File: config.mk
export PLATFORM = sky130hd
export DESIGN_NAME = somador_seq_ctrl
export DESIGN_NICKNAME = d
export VERILOG_FILES = /design/src/rtl/somador_pkg.sv /design/src/rtl/somador4.sv /design/src/rtl/somador_seq_ctrl.sv
export SDC_FILE = /design/constraint.sdc
export NUM_CORES = 1
export LEC_CHECK = 0
export CAP_MARGIN = 0
export CORE_ASPECT_RATIO = 0.8
export CORE_MARGIN = 2
export CORE_UTILIZATION = 46
export DETAILED_ROUTE_END_ITERATION = 8
export PLACE_DENSITY_LB_ADDON = 0.1
export REMOVE_ABC_BUFFERS = 1
export SYNTH_ARGS = -nofsm -noshare
export SYNTH_HDL_FRONTEND = slang
export SYNTH_HIERARCHICAL = 1
export SYNTH_SLANG_ARGS = --single-unit
File: constraint.sdc
create_clock -name clk -period 2.9 [get_ports clk]
set_input_delay 0.29 -clock clk [delete_from_list [all_inputs] [get_ports clk]]
set_output_delay 0.29 -clock clk [all_outputs]
set_load 0.01 [all_outputs]
File: src/rtl/somador_pkg.sv
// rtl/somador_pkg.sv - shared types and constants for the nibble-serial adder controller
package somador_pkg;

  localparam int NIBBLE_W      = 4;
  localparam int DEFAULT_WIDTH = 16;

  typedef enum logic [1:0] {
    IDLE = 2'd0,
    CALC = 2'd1,
    DONE = 2'd2
  } state_t;

endpackage

File: src/rtl/somador4.sv
// rtl/somador4.sv - 4-bit ripple adder with carry in/out, the only arithmetic in the block
module somador4
  import somador_pkg::*;
(
  input  logic [NIBBLE_W-1:0] A,
  input  logic [NIBBLE_W-1:0] B,
  input  logic                CIN,
  output logic [NIBBLE_W-1:0] S,
  output logic                COUT
);

  assign {COUT, S} = {1'b0, A} + {1'b0, B} + {{NIBBLE_W{1'b0}}, CIN};

endmodule

File: src/rtl/somador_seq_ctrl.sv
// rtl/somador_seq_ctrl.sv - two-requester round-robin front end sharing one 4-bit adder
module somador_seq_ctrl
  import somador_pkg::*;
#(
  parameter int WIDTH = DEFAULT_WIDTH
) (
  input  logic             clk,
  input  logic             rst,
  input  logic [1:0]       req_valid,
  output logic [1:0]       req_ready,
  input  logic [WIDTH-1:0] a0,
  input  logic [WIDTH-1:0] b0,
  input  logic             cin0,
  input  logic [WIDTH-1:0] a1,
  input  logic [WIDTH-1:0] b1,
  input  logic             cin1,
  output logic             res_valid,
  input  logic             res_ready,
  output logic [WIDTH-1:0] res_sum,
  output logic             res_cout,
  output logic             res_id,
  output logic             busy
);

  localparam int NIB   = WIDTH / NIBBLE_W;
  localparam int IDX_W = (NIB > 1) ? $clog2(NIB) : 1;

  state_t               state, state_nxt;
  logic [WIDTH-1:0]     a_q, b_q;
  logic                 carry_q;
  logic [IDX_W-1:0]     idx_q;
  logic                 prio_q;
  logic [1:0]           grant;
  logic                 accept;
  logic                 last_nib;
  logic [NIBBLE_W-1:0]  nib_a, nib_b, nib_s;
  logic                 nib_cout;

  // prio_q names the requester that wins a tie: the one not granted last
  always_comb begin
    grant = 2'b00;
    if (req_valid == 2'b11) grant = prio_q ? 2'b10 : 2'b01;
    else                    grant = req_valid;
  end

  assign req_ready = (state == IDLE && rst) ? grant : 2'b00;
  assign accept    = |(req_valid & req_ready);
  assign res_valid = (state == DONE);
  assign busy      = (state != IDLE);

  assign nib_a    = a_q[idx_q*NIBBLE_W +: NIBBLE_W];
  assign nib_b    = b_q[idx_q*NIBBLE_W +: NIBBLE_W];
  assign last_nib = (idx_q == IDX_W'(NIB - 1));

  somador4 u_add (
    .A    (nib_a),
    .B    (nib_b),
    .CIN  (carry_q),
    .S    (nib_s),
    .COUT (nib_cout)
  );

  always_comb begin
    state_nxt = state;
    case (state)
      IDLE:    if (accept)    state_nxt = CALC;
      CALC:    if (last_nib)  state_nxt = DONE;
      DONE:    if (res_ready) state_nxt = IDLE;
      default:                state_nxt = IDLE;
    endcase
  end

  always_ff @(posedge clk) begin
    if (!rst) begin
      state    <= IDLE;
      a_q      <= '0;
      b_q      <= '0;
      carry_q  <= 1'b0;
      idx_q    <= '0;
      prio_q   <= 1'b0;
      res_sum  <= '0;
      res_cout <= 1'b0;
      res_id   <= 1'b0;
    end else begin
      state <= state_nxt;
      case (state)
        IDLE: begin
          if (accept) begin
            a_q     <= req_ready[1] ? a1 : a0;
            b_q     <= req_ready[1] ? b1 : b0;
            carry_q <= req_ready[1] ? cin1 : cin0;
            res_id  <= req_ready[1];
            prio_q  <= ~req_ready[1];
            idx_q   <= '0;
          end
        end
        CALC: begin
          res_sum[idx_q*NIBBLE_W +: NIBBLE_W] <= nib_s;
          carry_q <= nib_cout;
          idx_q   <= idx_q + 1'b1;
          if (last_nib) res_cout <= nib_cout;
        end
        default: ;
      endcase
    end
  end

endmodule

Fig. 1: placed cells, one color a class
Scale: 4 px per um. Fill, decap, tap and diode cells in gray.
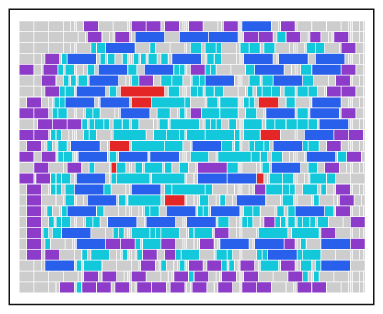
Blue is flops, cells 56, share of their area 30%. Red is clock drivers and dummy loads, cells 8, share of their area 2.9%. Purple is other buffers and delay cells, cells 99, share of their area 26%. Cyan is combinational and other logic, cells 234, share of their area 41%.
fin util: 65.6%
count of standard-cell rows: 25
register share of the cell area: 29.1%

Fig. 2: routing congestion map
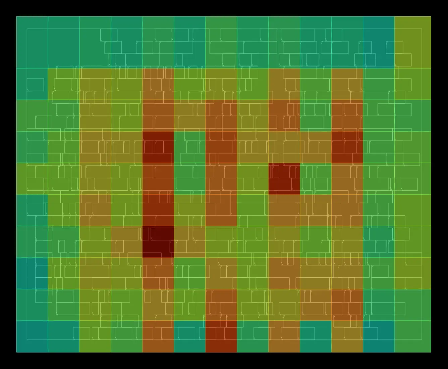
average wire per standard cell: 14.0 um
GRT met3 Usage: 5.33%
global-route track usage on met1: 28.6%

Fig. 3: cell sizes after repair
Scale: 4 px per um.
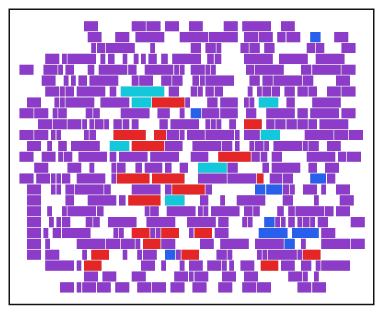
Red is _2 cells, cells 20, share 5.0%, most used a22oi_2. Purple is _0 and _1 cells, cells 360, share 91%, most used clkdlybuf4s50_1. Blue is _3 and _4 cells, cells 10, share 2.5%, most used buf_4. Cyan is _6 and larger, cells 7, share 1.8%, most used clkbuf_8.
Plain + repair buffers: 99
worst-case setup margin in the final layout: 0.311 ns
post-synthesis to final-layout area growth: 39.2%
post-route standard cell area excluding fillers: 3860 um2

Fig. 4: logic cells by family
Scale: 4 px per um.
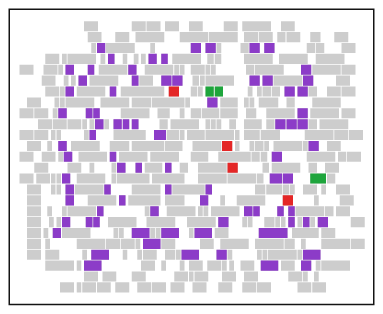
Green is AND and OR gates, cells 3. Purple is inverting AOI/OAI gates, cells 81. Red is AND-OR and OR-AND gates, cells 4, where center.
multi-input logic portion of the cell area: 39.0%
Final Non-Filler Cells: 478

state kept, by name (all words and copies together), names as in the netlist, 2 cells and up:
name	count
a_q	16
b_q	16
res_sum	16
idx_q	2
state	2
report_power, final:
group	switching (uW)	internal [uW]	total (uW)
combinational	187	212	399
clock	252	257	509
sequential	38.9	822	861
total	478	1290	1770
metrics by stage:
step	power, uW	area, um2	hold WS (ns)
final	1770	3860	0.473
after global routing	1860	3860	0.494
after CTS	1770	3860	0.474
after detailed placement	1280	3750	0.460
after global placement	1270	3750	0.454
after floorplan	1080	2660	0.389
Yosys cell counts, drive strengths merged, types with 2 or more instances:
library cell	count	share of area [%]
a31oi	20	4.5
nor2b	16	3.6
xnor2	2	0.63
mux4	8	6.5
inv	10	1.4
nand2b	3	0.68
a22oi	25	8.4
buf	10	2.7
and2	2	0.45
nor2	7	1.2
clkbuf	9	1.2
nor3	2	0.36
dfxtp	56	40
o21ai	23	4.2
nand2	78	11
fa	2	1.4
a21oi	3	0.68
nand3	6	1.1
nor3b	2	0.95
ha	7	3.2
o21a	3	0.81
a21boi	6	1.6
layer usage:
metal	vias to the layer above	global-route usage, %	part of all wire (%)
li1	1264	-	-
met1	1123	28.6	48
met2	76	34.7	45
met3	6	5.33	6.1
met4	0	6.23	0.97
met5	-	0	0
worst min-delay path: cells and delay by family (launching register included):
| family | cells | cell delay, ns |
|---|---|---|
| flip-flops | 1 | 0.32 |
| AND/OR/NAND/NOR | 1 | 0.05 |
| AND-OR/OR-AND | 1 | 0.06 |
layout make-up:
type | count | share of cell area (%)
multi-input combinational | 224 | 39.0
timing repair buffer | 99 | 25.6
clock inverter | 2 | 0.908
tap | 81 | 2.63
clock buffer | 6 | 1.88
inverter | 10 | 0.973
sequential | 56 | 29.1
placed cells by master (no fill, tap or decap), types with 2 or more instances in the layout:
| cell type | n |
|---|---|
| a31oi_1 | 20 |
| nor3_1 | 2 |
| ha_1 | 7 |
| o21a_1 | 3 |
| and2_1 | 2 |
| a22oi_2 | 9 |
| a21oi_1 | 2 |
| clkbuf_8 | 5 |
| buf_4 | 6 |
| inv_1 | 10 |
| a22oi_1 | 16 |
| o21ai_0 | 3 |
| a21boi_0 | 6 |
| nor2_1 | 6 |
| mux4_2 | 8 |
| nand2_1 | 78 |
| clkdlybuf4s50_1 | 92 |
| xnor2_1 | 2 |
| dfxtp_1 | 56 |
| fa_1 | 2 |
| nor2b_1 | 16 |
| nand3_1 | 6 |
| nand2b_1 | 3 |
| o21ai_1 | 20 |
cells by family (layout without fill, tap and decap cells):
kind of cell	count (synthesis)	count (layout)	synth area share, %
compound gates	85	85	22.0
xor+xnor	2	2	0.632
fa+ha+maj	9	9	4.60
buf+inv	29	117	5.24
flops	56	56	40.5
mux	9	9	6.86
simple gates	119	119	20.2
path summary, 6_finish.rpt:
check | from | endpoint | slack [ns]
max | idx_q[0] | res_sum[3] | 0.31
min | res_sum[1] | res_sum[1] | 0.47
max reg2reg | idx_q[0] | res_sum[3] | 0.31
min reg2reg | res_sum[1] | res_sum[1] | 0.47
==> run summary <==
Notes on the flow outputs.

- The number of different library cells used by synthesis comes to 38.
- The synthesized netlist occupies a cell area of 2770 um2.
- The share of cells above drive strength 1 is 9.32%.
- The number of instances on the worst hold path is 2.
- The global router's overall resource usage reads 21.3%.
- The number of synthesized flops with an enable pin reads 0.
- The final cycle utilization of the critical path reads 89.3%.
- For this design, the CTS-stage hold fixing added 0 buffers.
- The final-report max-slew violation count is 0.
- The setup fix buffers added after clock tree synthesis is 0.
- The flow ran to the end, and the final reports show no timing, DRC or antenna violations.
- The largest vdd supply drop reads 0.269 mV.
- In this build the clock could be raised as far as 386 MHz.
- The average cell area after synthesis reads 8.97 um2.
- The aggregate routed wire length reads 6680 um.
- The family with the most delay on the worst path reads multiplexers.
- Registers take 1120 um2.
- Endpoints failing hold in the final report were tallied at 0.
- Per the post-place timing report, worst setup slack is 0.319 ns.
- The number of nets in the final layout is 476.
- The worst-skew pair later-pin latency is 0.31 ns.
- STA lists the maximum fanout along the critical path as 9.
- Among all stages on the critical path, the largest delay is contributed by mux4_2.
- Dividing total power by cell area gives a power density of 458 nW/um2.
- The CTS log lists the clock sinks for this run as 56.
- The horizontal die size reads 90.8 um.
- The logic depth of the worst setup path including buffers is 8.
- For the worst flop-to-flop path, the logic depth is 8.
- The class of the most critical hold timing path is flop to flop.
- The buffer_ports step reported a buffer count of 92.
- The standard cell core area is 5880 um2.
- The buffers plus inverters on the worst setup path is 1.
- The pre-placement core utilization is 47.1%.
- The placement summary gives the final routability congestion estimate as 0.788.
- The first global-routing pass estimated 11,300 um of wire.
- The data required time of the critical path reads 3.14 ns.
No activity file was given, so power comes from the tool's default toggle rates.
